[config.mk]
export PLATFORM = sky130hd
export DESIGN_NAME = stack_arbiter
export DESIGN_NICKNAME = d
export VERILOG_FILES = /design/src/rtl/stack_arbiter.sv
export SDC_FILE = /design/constraint.sdc
export NUM_CORES = 1
export LEC_CHECK = 0
export ABC_AREA = 1
export ABC_CLOCK_PERIOD_IN_PS = 1400
export CELL_PAD_IN_SITES_DETAIL_PLACEMENT = 1
export CELL_PAD_IN_SITES_GLOBAL_PLACEMENT = 1
export CORE_MARGIN = 4
export CORE_UTILIZATION = 20
export CTS_CLUSTER_DIAMETER = 100
export DETAILED_ROUTE_END_ITERATION = 8
export GPL_TIMING_DRIVEN = 0
export PLACE_DENSITY_LB_ADDON = 0.1
export SYNTH_ARGS = -nofsm -noshare
export SYNTH_HDL_FRONTEND = slang
export SYNTH_SLANG_ARGS = --single-unit
[constraint.sdc]
create_clock -name clk -period 1.4 [get_ports clk]
set_clock_uncertainty 0.15 [all_clocks]
set_input_delay 0.14 -clock clk [delete_from_list [all_inputs] [get_ports clk]]
set_output_delay 0.14 -clock clk [all_outputs]
set_load 0.05 [all_outputs]
[src/rtl/stack_arbiter.sv]
`default_nettype none
// ============================================================================
// Module      : stack_arbiter
// Description : Shares a single hardware stack between two requesters.
//               A (call/return unit) and B (data push/pop) are arbitrated
//               round-robin, with A holding priority out of reset. The block
//               tracks occupancy, refuses pushes when full and pops when
//               empty, and returns a registered one-cycle response to each
//               requester one cycle after its request is accepted. It is the
//               only driver of the stack's enable, direction, data-in and
//               pointer reset.
//
// Parameters  : DATA_WIDTH - width of stack entries and request/response data
//               PTR_WIDTH  - stack pointer width; capacity is 2**PTR_WIDTH-1
//                            (slot 0 of the stack is never written)
//
// Ports       : clk                      clock, all logic on rising edge
//               reset                    synchronous, active-high
//               a_req_valid/push/data    requester A request (push=1, pop=0)
//               a_req_ready              A request accepted this cycle
//               a_rsp_valid/data/err     A response, one-cycle pulse
//               b_req_* / b_rsp_*        same as A, for requester B
//               stack_en                 stack enable, one cycle per real op
//               stack_push               stack direction (1=push, 0=pop)
//               stack_din                stack data in
//               stack_dout               stack data out (current top)
//               stack_rst                stack pointer reset
//               depth                    current occupancy 0..capacity
//               full / empty             depth at capacity / depth is zero
//
// Revision    : 1.0 - initial release
// ============================================================================
module stack_arbiter #(
    parameter int DATA_WIDTH = 32,
    parameter int PTR_WIDTH  = 4
) (
    input  logic                  clk,
    input  logic                  reset,

    input  logic                  a_req_valid,
    input  logic                  a_req_push,
    input  logic [DATA_WIDTH-1:0] a_req_data,
    output logic                  a_req_ready,
    output logic                  a_rsp_valid,
    output logic [DATA_WIDTH-1:0] a_rsp_data,
    output logic                  a_rsp_err,

    input  logic                  b_req_valid,
    input  logic                  b_req_push,
    input  logic [DATA_WIDTH-1:0] b_req_data,
    output logic                  b_req_ready,
    output logic                  b_rsp_valid,
    output logic [DATA_WIDTH-1:0] b_rsp_data,
    output logic                  b_rsp_err,

    output logic                  stack_en,
    output logic                  stack_push,
    output logic [DATA_WIDTH-1:0] stack_din,
    input  logic [DATA_WIDTH-1:0] stack_dout,
    output logic                  stack_rst,

    output logic [PTR_WIDTH-1:0]  depth,
    output logic                  full,
    output logic                  empty
);

    // ------------------------------------------------------------------------
    // Constants
    // ------------------------------------------------------------------------
    localparam logic [0:0]           c_ST_FLUSH = 1'b0;
    localparam logic [0:0]           c_ST_RUN   = 1'b1;

    // Capacity is all-ones in the pointer width (slot 0 is unused).
    localparam logic [PTR_WIDTH-1:0] c_CAP      = {PTR_WIDTH{1'b1}};
    localparam logic [PTR_WIDTH-1:0] c_ONE      = {{(PTR_WIDTH-1){1'b0}}, 1'b1};

    // ------------------------------------------------------------------------
    // Registered state
    // ------------------------------------------------------------------------
    logic [0:0]            r_state;
    logic                  r_prio_b;      // 0: A wins a tie, 1: B wins a tie
    logic [PTR_WIDTH-1:0]  r_depth;
    logic                  r_full;
    logic                  r_empty;

    logic                  r_a_rsp_valid;
    logic                  r_a_rsp_err;
    logic [DATA_WIDTH-1:0] r_a_rsp_data;
    logic                  r_b_rsp_valid;
    logic                  r_b_rsp_err;
    logic [DATA_WIDTH-1:0] r_b_rsp_data;

    // ------------------------------------------------------------------------
    // Combinational arbitration and operation decode
    // ------------------------------------------------------------------------
    logic                  w_run;
    logic                  w_grant_a;
    logic                  w_grant_b;
    logic                  w_grant_any;
    logic                  w_op_push;
    logic [DATA_WIDTH-1:0] w_op_data;
    logic                  w_op_err;
    logic                  w_do_push;
    logic                  w_do_pop;
    logic [PTR_WIDTH-1:0]  w_depth_nxt;

    // Requests are accepted only in RUN and never while reset is asserted,
    // so an op presented in the reset cycle is dropped without a response.
    assign w_run = (r_state == c_ST_RUN) && !reset;

    always_comb begin
        w_grant_a   = 1'b0;
        w_grant_b   = 1'b0;
        w_grant_any = 1'b0;
        w_op_push   = 1'b0;
        w_op_data   = '0;
        w_op_err    = 1'b0;
        w_do_push   = 1'b0;
        w_do_pop    = 1'b0;
        w_depth_nxt = r_depth;

        if (w_run) begin
            // A lone requester always wins; on a tie the pointer decides.
            w_grant_a = a_req_valid && (!b_req_valid || !r_prio_b);
            w_grant_b = b_req_valid && (!a_req_valid ||  r_prio_b);
        end

        w_grant_any = w_grant_a || w_grant_b;

        if (w_grant_a) begin
            w_op_push = a_req_push;
            w_op_data = a_req_data;
        end else if (w_grant_b) begin
            w_op_push = b_req_push;
            w_op_data = b_req_data;
        end

        // Overflow / underflow are judged against the registered flags, so
        // back-to-back grants always see the effect of the previous op.
        if (w_grant_any) begin
            w_op_err = w_op_push ? r_full : r_empty;
        end

        w_do_push = w_grant_any &&  w_op_push && !w_op_err;
        w_do_pop  = w_grant_any && !w_op_push && !w_op_err;

        if (w_do_push) begin
            w_depth_nxt = r_depth + c_ONE;
        end else if (w_do_pop) begin
            w_depth_nxt = r_depth - c_ONE;
        end
    end

    // ------------------------------------------------------------------------
    // Sequential state: mode, priority pointer, occupancy, responses
    // ------------------------------------------------------------------------
    always_ff @(posedge clk) begin
        if (reset) begin
            r_state       <= c_ST_FLUSH;
            r_prio_b      <= 1'b0;
            r_depth       <= '0;
            r_full        <= 1'b0;
            r_empty       <= 1'b1;
            r_a_rsp_valid <= 1'b0;
            r_a_rsp_err   <= 1'b0;
            r_a_rsp_data  <= '0;
            r_b_rsp_valid <= 1'b0;
            r_b_rsp_err   <= 1'b0;
            r_b_rsp_data  <= '0;
        end else begin
            // FLUSH is a single cycle that holds the stack pointer in reset
            // after the external reset has been released.
            case (r_state)
                c_ST_FLUSH: r_state <= c_ST_RUN;
                c_ST_RUN:   r_state <= c_ST_RUN;
                default:    r_state <= c_ST_FLUSH;
            endcase

            // The pointer hands the tie-break to the side that was not served.
            if (w_grant_a) begin
                r_prio_b <= 1'b1;
            end else if (w_grant_b) begin
                r_prio_b <= 1'b0;
            end

            r_depth <= w_depth_nxt;
            r_full  <= (w_depth_nxt == c_CAP);
            r_empty <= (w_depth_nxt == '0);

            // Pop data is the pre-pop top of stack, captured in the grant
            // cycle; pushes and errors return zero.
            r_a_rsp_valid <= w_grant_a;
            r_a_rsp_err   <= w_grant_a && w_op_err;
            r_a_rsp_data  <= (w_grant_a && w_do_pop) ? stack_dout : '0;

            r_b_rsp_valid <= w_grant_b;
            r_b_rsp_err   <= w_grant_b && w_op_err;
            r_b_rsp_data  <= (w_grant_b && w_do_pop) ? stack_dout : '0;
        end
    end

    // ------------------------------------------------------------------------
    // Outputs
    // ------------------------------------------------------------------------
    assign a_req_ready = w_grant_a;
    assign b_req_ready = w_grant_b;

    assign a_rsp_valid = r_a_rsp_valid;
    assign a_rsp_err   = r_a_rsp_err;
    assign a_rsp_data  = r_a_rsp_data;
    assign b_rsp_valid = r_b_rsp_valid;
    assign b_rsp_err   = r_b_rsp_err;
    assign b_rsp_data  = r_b_rsp_data;

    // Direction and data are forced to zero whenever the stack is idle.
    assign stack_en    = w_do_push || w_do_pop;
    assign stack_push  = w_do_push;
    assign stack_din   = w_do_push ? w_op_data : '0;
    assign stack_rst   = reset || (r_state == c_ST_FLUSH);

    assign depth       = r_depth;
    assign full        = r_full;
    assign empty       = r_empty;

endmodule
`default_nettype wire
==> run_summary.xml <==
<?xml version="1.0" encoding="UTF-8"?>
<metrics>
  <group name="finish">
    <metric name="reg_area" unit="um2">1540</metric>
    <metric name="number_of_clock_buffers_in_the_layout" unit="">11</metric>
    <metric name="logic_area" unit="um2">1690</metric>
    <metric name="finalInstanceArea" unit="um2">6940</metric>
    <metric name="num-nonclk-inverters" unit="">49</metric>
    <metric name="n_all_buffers" unit="">258</metric>
    <metric name="postLayoutCoreUtil" unit="">0.522</metric>
    <metric name="layout_top_cells_excl_fill_tap" unit="">100 x sky130_fd_sc_hd__clkdlybuf4s50_1, 78 x sky130_fd_sc_hd__nor2_4, 70 x sky130_fd_sc_hd__clkdlybuf4s15_2</metric>
    <metric name="total_number_of_sequential_cells" unit="">76</metric>
    <metric name="fin_nets" unit="">686</metric>
  </group>
  <group name="floorplan">
    <metric name="floorplan.die.height" unit="um">125</metric>
    <metric name="taps" unit="">176</metric>
    <metric name="coreArea" unit="um2">13300</metric>
    <metric name="ioPinCount" unit="">213</metric>
  </group>
  <group name="critical_path">
    <metric name="crit_type" unit="">register to output pin</metric>
    <metric name="critical_path.startpoint_type" unit="">register</metric>
    <metric name="worstPathCellList" unit="">inv_2, nor2_4, nand4_1, nand2_4, nand3_4, buf_12, buf_16, nor2_4, buf_8</metric>
    <metric name="crit_slowest_cell" unit="">sky130_fd_sc_hd__dfxtp_2</metric>
    <metric name="critPathTopFamily" unit="">simple AND/OR/NAND/NOR gates</metric>
  </group>
  <group name="sta">
    <metric name="period_needed" unit="ns">2.16</metric>
    <metric name="slew_limit_fails" unit="">0</metric>
    <metric name="report.final.setup_viol" unit="">109</metric>
    <metric name="layout_setup_ws" unit="ns">-0.759</metric>
    <metric name="final.setup.tns" unit="ns">-61.23</metric>
    <metric name="finalClockPeriodUsage" unit="">1.54</metric>
  </group>
  <group name="synthesis">
    <metric name="post_synth_main_area_contributors" unit="">sky130_fd_sc_hd__dfxtp_1 56%, sky130_fd_sc_hd__nor2_1 14%, sky130_fd_sc_hd__a22oi_1 8.8%</metric>
    <metric name="simple_gate_share" unit="">0.234</metric>
    <metric name="ys_sh_xor" unit="">0.00642</metric>
    <metric name="synth-seq-cells" unit="">76</metric>
    <metric name="synth-cells-yosys" unit="">329</metric>
    <metric name="netlist-cell-type-count" unit="">23</metric>
    <metric name="yosysTopAreaCell" unit="">sky130_fd_sc_hd__dfxtp_1</metric>
    <metric name="ys_top_cells_by_count" unit="">102 x sky130_fd_sc_hd__nor2_1, 76 x sky130_fd_sc_hd__dfxtp_1, 45 x sky130_fd_sc_hd__inv_1</metric>
    <metric name="synthDominantCellAreaShare" unit="">0.558</metric>
    <metric name="compound_area_frac" unit="">0.0954</metric>
    <metric name="ys_flop_type" unit="">sky130_fd_sc_hd__dfxtp_1</metric>
    <metric name="fp_nets" unit="">433</metric>
  </group>
  <group name="clocking">
    <metric name="tritoncts" unit="">done</metric>
    <metric name="clk_latency" unit="ns">0.32</metric>
    <metric name="cts_made_buffers" unit="">9</metric>
    <metric name="cts.htree.levels" unit="">3</metric>
    <metric name="cts_setup_buffers" unit="">16</metric>
  </group>
  <group name="pwr">
    <metric name="total_power" unit="mW">5.70</metric>
    <metric name="switching_power" unit="mW">1.43</metric>
    <metric name="sequentialPowerShare" unit="">0.388</metric>
  </group>
  <group name="run">
    <metric name="number_of_maximum_capacitance_constraint_violations" unit="">0</metric>
  </group>
  <group name="detailed_routing">
    <metric name="viasPerCell" unit="">4.07</metric>
    <metric name="drt_first_pass_iters" unit="">4</metric>
    <metric name="wl_met2" unit="um">7100</metric>
    <metric name="via_count" unit="">3107</metric>
    <metric name="drt_first_iter_violations" unit="">56</metric>
  </group>
  <group name="hold_path">
    <metric name="hold_path.startpoint" unit="">reset</metric>
    <metric name="hold_class" unit="">input port to register</metric>
  </group>
  <group name="global_routing">
    <metric name="number_of_antenna_violations_at_the_first_check_in_global_routing" unit="">0</metric>
    <metric name="gr-usage-met1" unit="">0.161</metric>
    <metric name="total_gr_overflow" unit="">0</metric>
  </group>
  <group name="place">
    <metric name="placed_cells" unit="">717</metric>
    <metric name="gp_routability_congestion" unit="">0.780</metric>
    <metric name="detailed_place.area" unit="um2">5490</metric>
  </group>
  <group name="run_status">
    <metric name="failed_checks" unit="">negative setup slack</metric>
    <metric name="run_status" unit="">finished, violations left</metric>
  </group>
</metrics>
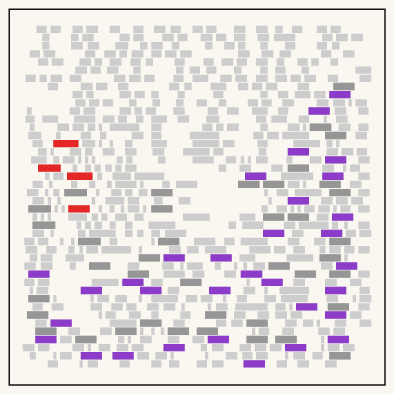
Figure 1: sequential cells coloured by netlist name.
Drawn at 3 px/um. Other sequential cells in the stronger grey, the rest of the logic in the fainter grey.
- red: depth (placed flops 4; where left middle)
- purple: b_rsp_data (placed flops 32)
- not coloured: 40

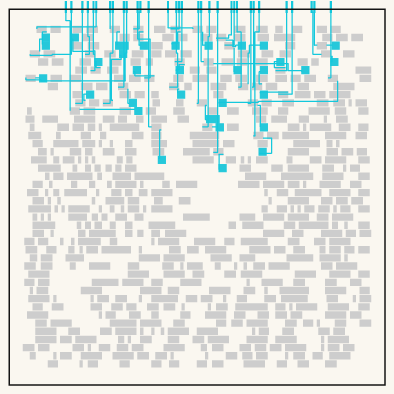
Figure 2: I/O nets highlighted.
Drawn at 3 px/um.
- cyan: b_req_data (direction input; end cells 32; buffers 32; wire 1,130 um)

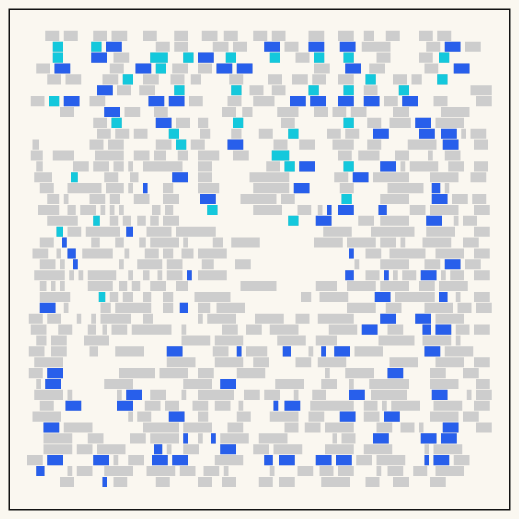
Figure 3: gate-type map.
Drawn at 4 px/um.
- cyan: aoi and oai cells (cells 36)
- blue: nor cells (cells 104; where spread over the die)

No activity file was given, so power comes from the tool's default toggle rates.
